**src/rtl/cpu_pkg.sv**
```systemverilog
// Shared CPU definitions: sequencer states, ALU op encodings, control-word constants
// and the packed stage write-enable bundle.
package cpu_pkg;

    localparam int unsigned REG_W  = 5;
    localparam int unsigned CTRL_W = 16;

    localparam logic [REG_W-1:0]  REG_XZR  = 5'd31;
    localparam logic [CTRL_W-1:0] CTRL_NOP = 16'h0000;

    typedef enum logic [1:0] {
        ST_RUN      = 2'd0,
        ST_MEM_WAIT = 2'd1,
        ST_HALTED   = 2'd2,
        ST_STEP     = 2'd3
    } seq_state_t;

    typedef enum logic [3:0] {
        ALU_AND    = 4'b0000,
        ALU_ORR    = 4'b0001,
        ALU_ADD    = 4'b0010,
        ALU_SUB    = 4'b0110,
        ALU_PASS_B = 4'b0111,
        ALU_NOR    = 4'b1100
    } alu_op_t;

    typedef struct packed {
        logic pc;
        logic ifid;
        logic idex;
        logic exmem;
        logic memwb;
    } stage_we_t;

    localparam stage_we_t WE_ALL  = '1;
    localparam stage_we_t WE_NONE = '0;

endpackage

```
**src/rtl/hazard_detect.sv**
```systemverilog
// Load-use comparator: flags an ID source register that matches a load in EX.
// XZR never matches because it is never really written.
module hazard_detect
    import cpu_pkg::*;
(
    input  logic [REG_W-1:0] i_id_rn,
    input  logic [REG_W-1:0] i_id_rm,
    input  logic             i_id_uses_rn,
    input  logic             i_id_uses_rm,
    input  logic [REG_W-1:0] i_ex_rd,
    input  logic             i_ex_read_en,
    output logic             o_load_use_c
);

    logic w_rn_hit;
    logic w_rm_hit;

    always_comb begin
        w_rn_hit     = i_id_uses_rn && (i_id_rn == i_ex_rd);
        w_rm_hit     = i_id_uses_rm && (i_id_rm == i_ex_rd);
        o_load_use_c = i_ex_read_en && (i_ex_rd != REG_XZR) && (w_rn_hit || w_rm_hit);
    end

endmodule

```
**src/rtl/pipe_sequencer.sv**
```systemverilog
// Pipeline sequencer: stage enables, flush/bubble control, memory-wait and
// debug halt/step FSM, plus stall and flush performance counters.
module pipe_sequencer
    import cpu_pkg::*;
#(
    parameter int unsigned MEM_TIMEOUT = 255
) (
    input  logic             clk,
    input  logic             reset,
    input  logic [REG_W-1:0] id_rn,
    input  logic [REG_W-1:0] id_rm,
    input  logic             id_uses_rn,
    input  logic             id_uses_rm,
    input  logic [REG_W-1:0] ex_rd,
    input  logic             ex_read_en,
    input  logic             ex_reg_write,
    input  logic             id_br_taken,
    input  logic             mem_req,
    input  logic             mem_ready,
    input  logic             dbg_halt_req,
    input  logic             dbg_step,
    output logic             pc_we,
    output logic             ifid_we,
    output logic             idex_we,
    output logic             exmem_we,
    output logic             memwb_we,
    output logic             ifid_flush,
    output logic             idex_bubble,
    output logic             dbg_halted,
    output logic             mem_err,
    output logic [31:0]      stall_cycles,
    output logic [15:0]      flush_count
);

    localparam int unsigned WAIT_W = (MEM_TIMEOUT < 2) ? 1 : $clog2(MEM_TIMEOUT + 1);

    seq_state_t        r_state;
    seq_state_t        w_next_state;
    logic              r_from_step;
    logic [WAIT_W-1:0] r_wait_cnt;
    logic              r_mem_err;
    logic [31:0]       r_stall_cycles;
    logic [15:0]       r_flush_count;
    logic              w_load_use;
    logic              w_mem_wait;
    logic              w_halt_now;
    stage_we_t         w_we;
    logic              w_flush;
    logic              w_bubble;
    logic              w_unused_reg_write;

    // Loads are identified by ex_read_en alone; the write flag is not needed here.
    assign w_unused_reg_write = ex_reg_write;

    hazard_detect u_hazard (
        .i_id_rn      (id_rn),
        .i_id_rm      (id_rm),
        .i_id_uses_rn (id_uses_rn),
        .i_id_uses_rm (id_uses_rm),
        .i_ex_rd      (ex_rd),
        .i_ex_read_en (ex_read_en),
        .o_load_use_c (w_load_use)
    );

    assign w_mem_wait = mem_req && !mem_ready;
    // A single step ignores the still-asserted halt request so it can advance.
    assign w_halt_now = (r_state == ST_RUN) && dbg_halt_req;

    always_ff @(posedge clk or posedge reset) begin
        if (reset) begin
            r_state <= ST_RUN;
        end else begin
            r_state <= w_next_state;
        end
    end

    always_comb begin
        w_next_state = r_state;
        case (r_state)
            ST_RUN: begin
                if (w_mem_wait) begin
                    w_next_state = ST_MEM_WAIT;
                end else if (dbg_halt_req) begin
                    w_next_state = ST_HALTED;
                end
            end
            ST_STEP: begin
                w_next_state = w_mem_wait ? ST_MEM_WAIT : ST_HALTED;
            end
            ST_MEM_WAIT: begin
                if (mem_ready) begin
                    w_next_state = (r_from_step || dbg_halt_req) ? ST_HALTED : ST_RUN;
                end
            end
            ST_HALTED: begin
                if (dbg_step) begin
                    w_next_state = ST_STEP;
                end else if (!dbg_halt_req) begin
                    w_next_state = ST_RUN;
                end
            end
            default: w_next_state = ST_RUN;
        endcase
    end

    always_comb begin
        w_we     = WE_ALL;
        w_flush  = 1'b0;
        w_bubble = 1'b0;
        if (!reset) begin
            case (r_state)
                ST_RUN, ST_STEP: begin
                    if (w_mem_wait || w_halt_now) begin
                        w_we = WE_NONE;
                    end else if (w_load_use) begin
                        w_we.pc   = 1'b0;
                        w_we.ifid = 1'b0;
                        w_bubble  = 1'b1;
                    end else if (id_br_taken) begin
                        w_flush = 1'b1;
                    end
                end
                ST_MEM_WAIT: begin
                    if (!mem_ready) begin
                        w_we = WE_NONE;
                    end
                end
                ST_HALTED: w_we = WE_NONE;
                default:   w_we = WE_ALL;
            endcase
        end
    end

    // Wait tracking, sticky timeout and saturating performance counters.
    always_ff @(posedge clk or posedge reset) begin
        if (reset) begin
            r_from_step    <= 1'b0;
            r_wait_cnt     <= '0;
            r_mem_err      <= 1'b0;
            r_stall_cycles <= '0;
            r_flush_count  <= '0;
        end else begin
            if (r_state != ST_MEM_WAIT) begin
                r_from_step <= (r_state == ST_STEP);
            end
            if ((r_state == ST_MEM_WAIT) && !mem_ready) begin
                if (32'(r_wait_cnt) < MEM_TIMEOUT) begin
                    r_wait_cnt <= r_wait_cnt + WAIT_W'(1);
                end
                if ((32'(r_wait_cnt) + 32'd1) >= MEM_TIMEOUT) begin
                    r_mem_err <= 1'b1;
                end
            end else begin
                r_wait_cnt <= '0;
            end
            if (!w_we.pc && (r_state != ST_HALTED) && (r_stall_cycles != '1)) begin
                r_stall_cycles <= r_stall_cycles + 32'd1;
            end
            if (w_flush && (r_flush_count != '1)) begin
                r_flush_count <= r_flush_count + 16'd1;
            end
        end
    end

    assign pc_we        = w_we.pc;
    assign ifid_we      = w_we.ifid;
    assign idex_we      = w_we.idex;
    assign exmem_we     = w_we.exmem;
    assign memwb_we     = w_we.memwb;
    assign ifid_flush   = w_flush;
    assign idex_bubble  = w_bubble;
    assign dbg_halted   = (r_state == ST_HALTED);
    assign mem_err      = r_mem_err;
    assign stall_cycles = r_stall_cycles;
    assign flush_count  = r_flush_count;

endmodule

```
**config.mk**
```make
export PLATFORM = sky130hd
export DESIGN_NAME = pipe_sequencer
export DESIGN_NICKNAME = d
export VERILOG_FILES = /design/src/rtl/cpu_pkg.sv /design/src/rtl/hazard_detect.sv /design/src/rtl/pipe_sequencer.sv
export SDC_FILE = /design/constraint.sdc
export NUM_CORES = 1
export LEC_CHECK = 0
export CORE_MARGIN = 4
export CORE_UTILIZATION = 53
export DETAILED_ROUTE_END_ITERATION = 16
export GPL_ROUTABILITY_DRIVEN = 0
export GPL_TIMING_DRIVEN = 0
export PLACE_DENSITY_LB_ADDON = 0.25
export SLEW_MARGIN = 25
export SYNTH_ARGS = -nofsm -noshare
export SYNTH_HDL_FRONTEND = slang
export SYNTH_SLANG_ARGS = --single-unit
```
**constraint.sdc**
```tcl
create_clock -name clk -period 5.23 [get_ports clk]
set_input_delay 0.523 -clock clk [delete_from_list [all_inputs] [get_ports clk]]
set_output_delay 0.523 -clock clk [all_outputs]
set_load 0.02 [all_outputs]
```
==> flow_metrics.py <==
# Generated from Yosys and OpenROAD reports
metrics = {
    "run_status": {
        "outcome": "finished, final reports clean",
    },
    "place": {
        "place_area_um2": 4100,
    },
    "clock_network": {
        "clockBufferDepth": 2,
        "postCtsSetupRepairBufs": 0,
        "holdBufCountCts": 0,
        "clock_latency_ps": 340,
    },
    "worst_setup_path": {
        "critPathKind": "primary input to output port",
        "cp.arrival_ps": 2820,
        "crit_path_frequent_cell": "clkdlybuf4s50_1",
        "max_stage_delay_ps": 530,
        "r2r_slack_ps": 2790,
    },
    "logic_synthesis": {
        "synthesis.area_um2": 3170,
        "top_cells_by_count": "dfrtp_1 (60), xnor2_1 (43), nand2_1 (26)",
        "simple_gate_area_share_pct": 22.6,
        "syn_nets": 339,
        "yosysCellCount": 305,
        "ys_sh_aoi_pct": 5.76,
        "synth_cells": 305,
        "ff_type": "dfrtp_1",
    },
    "pwr": {
        "leakagePower_nw": 1.84,
        "ir_drop_uv": 295,
        "power.density_nw_per_um2": 349,
    },
    "cells_and_area": {
        "fin_area_um2": 4300,
        "largest_reg_flops": 32,
        "antenna_cells": 0,
        "final_common_cell": "clkdlybuf4s50_1",
        "layout.nets": 432,
        "final_util_pct": 76.3,
    },
    "global_routing": {
        "grt_max_degree": 48,
        "grt_pass1_wl_um": 12300,
        "grt_use_met3_pct": 6.02,
        "grtUsageMet2_pct": 34.3,
    },
    "floorplanning": {
        "fp.dieW_um": 85.3,
    },
    "sta": {
        "fin_tns_setup_ps": 0,
        "fin_crit_ps": 3350,
        "fin_ws_ps": 1880,
        "hold_slack_ps": 465,
        "finalClockPeriodUsage_pct": 64.0,
        "slew_headroom_pct": 68.4,
    },
    "detailed_routing": {
        "drtIter0Drc": 107,
        "ant_nets": 0,
        "routed.top_layer": "met4",
    },
}
[final cells by class]
type	instances	area, um2	area share, %
Multi-Input combinational cell	228	1570	36.5
Sequential cell	60	1500	34.9
Timing Repair Buffer	82	838	19.5
Clock buffer	10	138	3.20
Tap cell	72	90.1	2.09
Buffer	9	67.6	1.57
Clock inverter	6	63.8	1.48
Inverter	8	32.5	0.756
[path summary, 6_finish.rpt]
check,from,end,cells after the start
min in group asynchronous,reset,flush_count[4],2
min reg2reg,mem_err,mem_err,1
max in group asynchronous,reset,r_wait_cnt[7],3
min,mem_err,mem_err,1
max reg2reg,r_state[0],stall_cycles[12],9
max,ex_rd[3],pc_we,8
[where the power goes]
part	switching (mW)	internal [mW]
logic	0.268	0.238
clock network	0.190	0.232
registers	0.0612	0.513
ff_map.png
The bar under the picture is 20 um long. Other sequential cells in the stronger gray, the rest of the logic in the fainter gray.
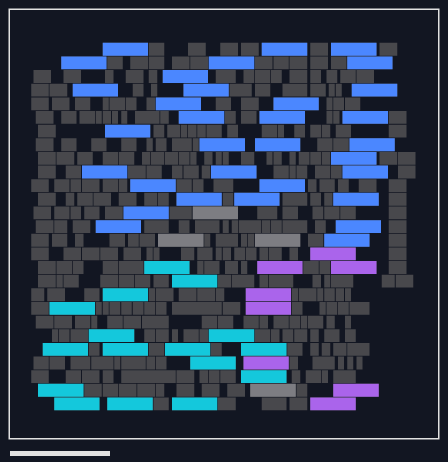
Blue is stall_cycles, flops 32. Purple is r_wait_cnt, flops 8. Cyan is flush_count, flops 16.
Seq/total area: 34.9%
register area: 1500 um2

layers.png
Only two layers are drawn.
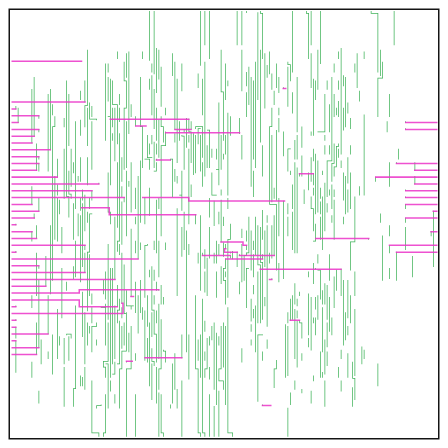
Green is M2, wire length 3540 um. Magenta is M3, wire length 591 um.

congestion_map.png
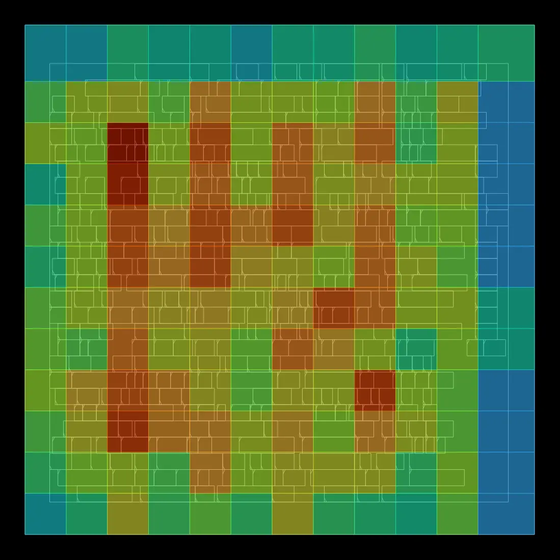
Tot GR Track Use: 21.2%
GR Layer Usage met1: 26.4%
WL/cell: 15.6 um
GRT busiest layer: met2

m1.png
The bar under the picture is 20 um long. Supply wires on this layer in gray. Cells faint in the background.
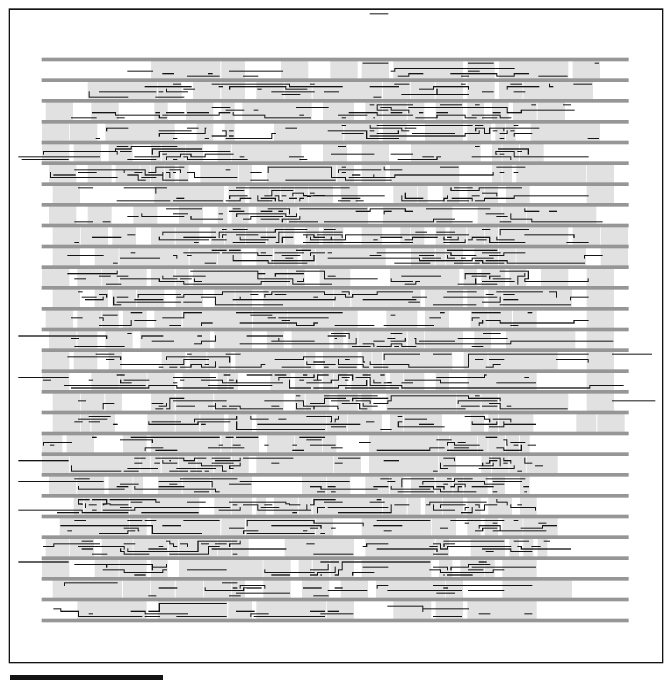
The layer carries 3180 um of wire. 367 nets have wire on it. The wires run mostly horizontal. The layer holds 43% of the routed length. The longest straight run is 24.6 um.

port_trees.png
The bar under the picture is 20 um long.
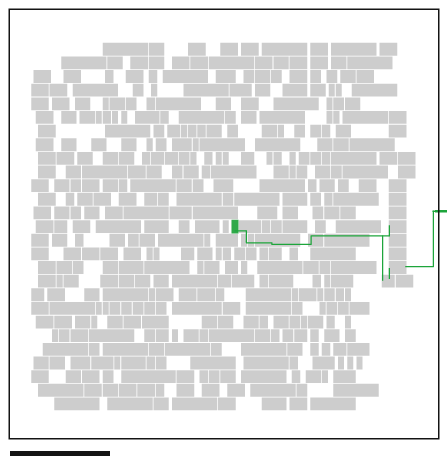
Green is pc_we, bits 1, direction output, edge right, end cells 1, wire 65.4 um.

Power and IR drop assume default switching activity.
